Figure 1. M1 wires (run 1).
Bar = 20 microns.
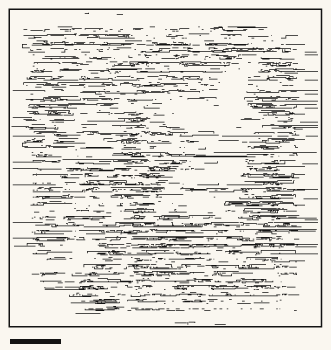
Figure 2. The metal 2 layer (run 1).
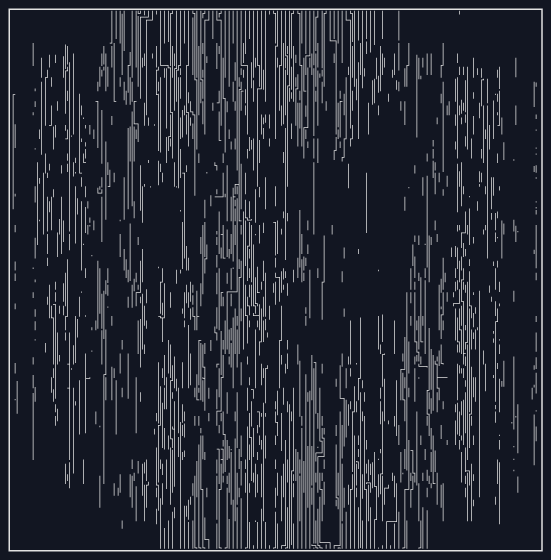
Figure 3. Signal wires on met3 (run 1).
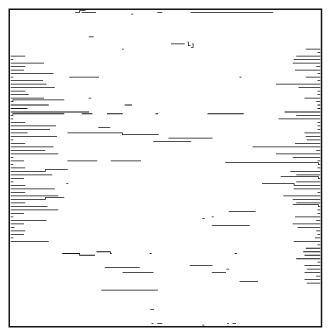
File: config.mk
export PLATFORM = sky130hd
export DESIGN_NAME = alu_issue_ctrl
export DESIGN_NICKNAME = d
export VERILOG_FILES = /design/src/rtl/alu_issue_ctrl.sv
export SDC_FILE = /design/constraint.sdc
export NUM_CORES = 1
export LEC_CHECK = 0
export ABC_AREA = 1
export ABC_CLOCK_PERIOD_IN_PS = 4660
export CORE_AREA = 5 5 116 118
export CTS_BUF_LIST = sky130_fd_sc_hd__clkbuf_8
export CTS_CLUSTER_DIAMETER = 40
export DETAILED_ROUTE_END_ITERATION = 10
export DIE_AREA = 0 0 121 123
export PLACE_DENSITY = 0.85
export SLEW_MARGIN = 25
export SYNTH_ARGS = -nofsm -noshare
export SYNTH_HDL_FRONTEND = slang
export SYNTH_SLANG_ARGS = --single-unit
File: constraint.sdc
create_clock -name clk -period 4.66 [get_ports clk]
set_input_delay 0.699 -clock clk [delete_from_list [all_inputs] [get_ports clk]]
set_output_delay 0.699 -clock clk [all_outputs]
set_load 0.05 [all_outputs]
File: src/rtl/alu_issue_ctrl.sv
// +----------------------------------------------------------------------------+
// | alu_issue_ctrl : RV32I ALU/branch issue controller (decode, exec, wb)      |
// | Rev 1.0                                                                    |
// +----------------------------------------------------------------------------+
`default_nettype none

module alu_issue_ctrl (
    input  logic        clk,
    input  logic        rst_n,
    input  logic        instr_valid_i,
    input  logic [31:0] instr_i,
    output logic        instr_ready_o,
    output logic [4:0]  rs1_addr_o,
    output logic [4:0]  rs2_addr_o,
    input  logic [31:0] rs1_data_i,
    input  logic [31:0] rs2_data_i,
    output logic [3:0]  alu_op_o,
    output logic [31:0] alu_a_o,
    output logic [31:0] alu_b_o,
    input  logic [31:0] alu_result_i,
    input  logic        alu_flag_i,
    output logic        wb_valid_o,
    input  logic        wb_ready_i,
    output logic [4:0]  wb_addr_o,
    output logic [31:0] wb_data_o,
    output logic        br_valid_o,
    output logic        br_taken_o,
    output logic        illegal_o
);

    localparam logic [3:0] OP_ADD  = 4'd0;
    localparam logic [3:0] OP_SUB  = 4'd1;
    localparam logic [3:0] OP_SLL  = 4'd2;
    localparam logic [3:0] OP_SLTS = 4'd3;
    localparam logic [3:0] OP_SLTU = 4'd4;
    localparam logic [3:0] OP_XOR  = 4'd5;
    localparam logic [3:0] OP_SRL  = 4'd6;
    localparam logic [3:0] OP_SRA  = 4'd7;
    localparam logic [3:0] OP_OR   = 4'd8;
    localparam logic [3:0] OP_AND  = 4'd9;
    localparam logic [3:0] OP_EQ   = 4'd10;
    localparam logic [3:0] OP_NE   = 4'd11;
    localparam logic [3:0] OP_LTS  = 4'd12;
    localparam logic [3:0] OP_GES  = 4'd13;
    localparam logic [3:0] OP_LTU  = 4'd14;
    localparam logic [3:0] OP_GEU  = 4'd15;

    localparam logic [6:0] OPC_RTYPE  = 7'b0110011;
    localparam logic [6:0] OPC_ITYPE  = 7'b0010011;
    localparam logic [6:0] OPC_BRANCH = 7'b1100011;

    localparam logic [6:0] F7_BASE = 7'b0000000;
    localparam logic [6:0] F7_ALT  = 7'b0100000;

    typedef enum logic [1:0] {
        S_IDLE   = 2'd0,
        S_DECODE = 2'd1,
        S_EXEC   = 2'd2,
        S_WB     = 2'd3
    } state_t;

    state_t      state_q;
    logic [31:0] instr_q;
    logic [3:0]  alu_op_q;
    logic [31:0] alu_a_q;
    logic [31:0] alu_b_q;
    logic        is_branch_q;
    logic [31:0] wb_data_q;
    logic        wb_valid_q;
    logic        br_valid_q;
    logic        br_taken_q;
    logic        illegal_q;

    logic [6:0]  opcode;
    logic [2:0]  funct3;
    logic [6:0]  funct7;
    logic [4:0]  rd;
    logic [31:0] imm_i;
    logic [31:0] shamt;

    logic [3:0]  op_d;
    logic [31:0] b_d;
    logic        illegal_d;
    logic        branch_d;

    assign opcode = instr_q[6:0];
    assign rd     = instr_q[11:7];
    assign funct3 = instr_q[14:12];
    assign funct7 = instr_q[31:25];
    assign imm_i  = {{20{instr_q[31]}}, instr_q[31:20]};
    assign shamt  = {27'd0, instr_q[24:20]};

    // Only base/alt funct7 exist in RV32I; alt is meaningful for SUB and SRA only.
    always_comb begin
        op_d      = OP_ADD;
        b_d       = rs2_data_i;
        illegal_d = 1'b0;
        branch_d  = 1'b0;
        case (opcode)
            OPC_RTYPE: begin
                case (funct3)
                    3'b000:  op_d = funct7[5] ? OP_SUB : OP_ADD;
                    3'b001:  op_d = OP_SLL;
                    3'b010:  op_d = OP_SLTS;
                    3'b011:  op_d = OP_SLTU;
                    3'b100:  op_d = OP_XOR;
                    3'b101:  op_d = funct7[5] ? OP_SRA : OP_SRL;
                    3'b110:  op_d = OP_OR;
                    default: op_d = OP_AND;
                endcase
                if (funct7 != F7_BASE &&
                    !(funct7 == F7_ALT && (funct3 == 3'b000 || funct3 == 3'b101))) begin
                    illegal_d = 1'b1;
                end
            end
            OPC_ITYPE: begin
                b_d = imm_i;
                case (funct3)
                    3'b000:  op_d = OP_ADD;
                    3'b001: begin
                        op_d = OP_SLL;
                        b_d  = shamt;
                        if (funct7 != F7_BASE) illegal_d = 1'b1;
                    end
                    3'b010:  op_d = OP_SLTS;
                    3'b011:  op_d = OP_SLTU;
                    3'b100:  op_d = OP_XOR;
                    3'b101: begin
                        op_d = funct7[5] ? OP_SRA : OP_SRL;
                        b_d  = shamt;
                        if (funct7 != F7_BASE && funct7 != F7_ALT) illegal_d = 1'b1;
                    end
                    3'b110:  op_d = OP_OR;
                    default: op_d = OP_AND;
                endcase
            end
            OPC_BRANCH: begin
                branch_d = 1'b1;
                case (funct3)
                    3'b000:  op_d = OP_EQ;
                    3'b001:  op_d = OP_NE;
                    3'b100:  op_d = OP_LTS;
                    3'b101:  op_d = OP_GES;
                    3'b110:  op_d = OP_LTU;
                    3'b111:  op_d = OP_GEU;
                    default: illegal_d = 1'b1;
                endcase
            end
            default: illegal_d = 1'b1;
        endcase
    end

    always_ff @(posedge clk) begin
        if (!rst_n) begin
            state_q     <= S_IDLE;
            instr_q     <= 32'd0;
            alu_op_q    <= 4'd0;
            alu_a_q     <= 32'd0;
            alu_b_q     <= 32'd0;
            is_branch_q <= 1'b0;
            wb_data_q   <= 32'd0;
            wb_valid_q  <= 1'b0;
            br_valid_q  <= 1'b0;
            br_taken_q  <= 1'b0;
            illegal_q   <= 1'b0;
        end else begin
            br_valid_q <= 1'b0;
            illegal_q  <= 1'b0;
            case (state_q)
                S_IDLE: begin
                    if (instr_valid_i) begin
                        instr_q <= instr_i;
                        state_q <= S_DECODE;
                    end
                end
                S_DECODE: begin
                    if (illegal_d) begin
                        illegal_q <= 1'b1;
                        state_q   <= S_IDLE;
                    end else begin
                        alu_op_q    <= op_d;
                        alu_a_q     <= rs1_data_i;
                        alu_b_q     <= b_d;
                        is_branch_q <= branch_d;
                        state_q     <= S_EXEC;
                    end
                end
                S_EXEC: begin
                    wb_data_q  <= alu_result_i;
                    br_taken_q <= alu_flag_i;
                    if (is_branch_q) begin
                        br_valid_q <= 1'b1;
                        state_q    <= S_IDLE;
                    end else if (rd == 5'd0) begin
                        state_q <= S_IDLE;
                    end else begin
                        wb_valid_q <= 1'b1;
                        state_q    <= S_WB;
                    end
                end
                default: begin
                    if (wb_ready_i) begin
                        wb_valid_q <= 1'b0;
                        state_q    <= S_IDLE;
                    end
                end
            endcase
        end
    end

    assign instr_ready_o = (state_q == S_IDLE);
    assign rs1_addr_o    = instr_q[19:15];
    assign rs2_addr_o    = instr_q[24:20];
    assign alu_op_o      = alu_op_q;
    assign alu_a_o       = alu_a_q;
    assign alu_b_o       = alu_b_q;
    assign wb_valid_o    = wb_valid_q;
    assign wb_addr_o     = rd;
    assign wb_data_o     = wb_data_q;
    assign br_valid_o    = br_valid_q;
    assign br_taken_o    = br_taken_q & br_valid_q;
    assign illegal_o     = illegal_q;

endmodule

`default_nettype wire

==> results_dict.tcl, run 1 <==
# metrics dict for downstream scripts
set metrics [dict create \
    status "finished clean" \
    taps 172 \
    top_cells_by_count "nor2_1, dfxtp_1, o21ai_0" \
    hold_buffers 0 \
    grt_usage_pct 20.5 \
    fin_crit_sh_pct 56.3 \
    finalClockSkew_ns 0.0123 \
    fp.dieH_microns 123 \
    top_cells_by_area "dfxtp_1, nor2_1, o21ai_0" \
    cts_made_buffers 17 \
    r2r_cells 11 \
    min_to "wb_valid_o" \
    cts_sinks 139 \
    cp_top_family "buffers and inverters" \
    lay_top_count "nor2_1" \
    combPwrFrac_pct 13.7 \
    switching_power_mw 0.664 \
    yosys.area.top_type "dfxtp_1" \
    die_x_microns 121 \
    crit_type "reg2reg" \
    clk_share_pct 5.03 \
    dp_cells 1138 \
    power_mw 2.65 \
    ys_sh_adder_pct 0.884 \
    slew_viol_final 0 \
    flops 139 \
    power_frac_clock_pct 39.3 \
    clock-root-buffer "clkbuf_8" \
    comb-power_mw 0.363 \
    hold_viol 0 \
    num-nonclk-inverters 25 \
    synthDistinctLibCells 31 \
    warning_count 31 \
    final_nets 1122 \
    design_area_sq_um 8480 \
    tightest_slew_ns 0.953 \
    synth_top_flop_cell "dfxtp_1" \
    timing.setup.tns_ns 0 \
    seq_area_sq_um 2780 \
    top_usage_layer "met2" \
    postSynthAreaPerCell_sq_um 7.31 \
    core_area_sq_um 12400 \
]
## Picture notes: Figure 1
wire length on this layer: 6640 microns
longest straight run: 42.8 microns
main direction: horizontal
nets with wire on the layer: 1002
met1 track utilization from global routing: 24.3%
final wirelength: 16000 microns
via count: 5561

## Picture notes: Figure 2
main direction: vertical
share of all routed wire: 47%
met2 Usage GRT: 33.8%

## Picture notes: Figure 3
nets with wire on the layer: 142
main direction: horizontal
share of all routed wire: 8.2%
met3 Use GR: 6.82%

==> run 2: changes to the inputs <==
--- a/config.mk
+++ b/config.mk
@@ -6,13 +6,13 @@
 export NUM_CORES = 1
 export LEC_CHECK = 0
 export ABC_AREA = 1
-export ABC_CLOCK_PERIOD_IN_PS = 4660
-export CORE_AREA = 5 5 116 118
+export ABC_CLOCK_PERIOD_IN_PS = 2100
+export CORE_AREA = 5 5 127 129
 export CTS_BUF_LIST = sky130_fd_sc_hd__clkbuf_8
 export CTS_CLUSTER_DIAMETER = 40
 export DETAILED_ROUTE_END_ITERATION = 10
-export DIE_AREA = 0 0 121 123
-export PLACE_DENSITY = 0.85
+export DIE_AREA = 0 0 132 134
+export PLACE_DENSITY = 0.74
 export SLEW_MARGIN = 25
 export SYNTH_ARGS = -nofsm -noshare
 export SYNTH_HDL_FRONTEND = slang
==> constraint.sdc (replaced) <==
create_clock -name clk -period 2.1 [get_ports clk]
set_input_delay 0.315 -clock clk [delete_from_list [all_inputs] [get_ports clk]]
set_output_delay 0.315 -clock clk [all_outputs]
set_load 0.05 [all_outputs]
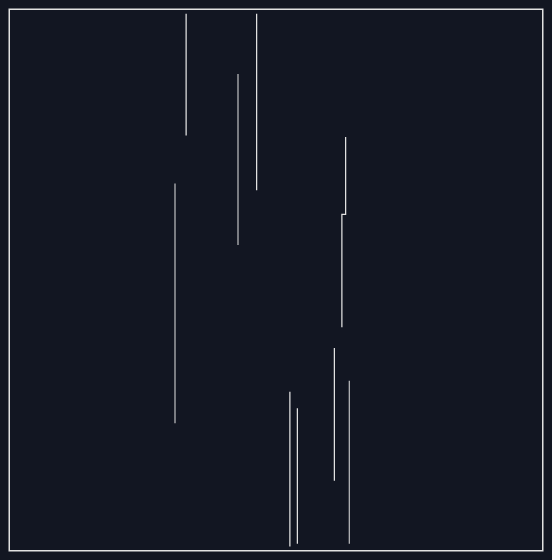
Figure 4: run 2, metal 4.
share of all routed wire: 2.2%
nets with wire on the layer: 7
wire length on this layer: 367 microns
longest straight run: 59.2 microns
main direction: vertical
via count: 5571
final wirelength: 16600 microns

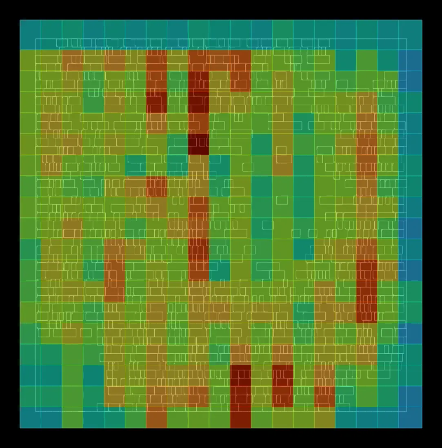
Figure 5: run 2, routing congestion map.
Final Util: 58.2%
Overall Global Routing Usage: 18.1%
met2 Usage GRT: 29.1%
met3 Use GR: 7.16%

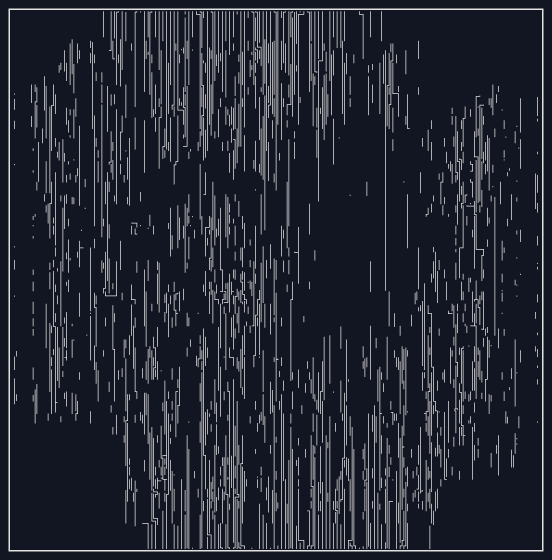
Figure 6: run 2, the metal 2 layer.
wire length on this layer: 7670 microns
share of all routed wire: 46%
nets with wire on the layer: 857
longest straight run: 59.5 microns

==> results_dict.tcl, run 2 <==
# metrics dict for downstream scripts
set metrics [dict create \
    slew_viol_final 0 \
    taps 188 \
    synth_top_flop_cell "dfxtp_1" \
    synthDistinctLibCells 31 \
    power_mw 6.10 \
    min_to "wb_data_o[0]" \
    lay_top_count "nor2_1" \
    design_area_sq_um 8680 \
    fp.dieH_microns 134 \
    ys_sh_adder_pct 0.884 \
    top_usage_layer "met2" \
    yosys.area.top_type "dfxtp_1" \
    num-nonclk-inverters 25 \
    warning_count 29 \
    power_frac_clock_pct 41.3 \
    seq_area_sq_um 2780 \
    hold_viol 0 \
    crit_type "reg2out" \
    r2r_cells 10 \
    comb-power_mw 0.824 \
    final_nets 1138 \
    top_cells_by_area "dfxtp_1, nor2_1, o21ai_0" \
    die_x_microns 132 \
    status "finished clean" \
    top_cells_by_count "nor2_1, dfxtp_1, o21ai_0" \
    fin_crit_sh_pct 92.8 \
    flops 139 \
    dp_cells 1170 \
    hold_buffers 0 \
]
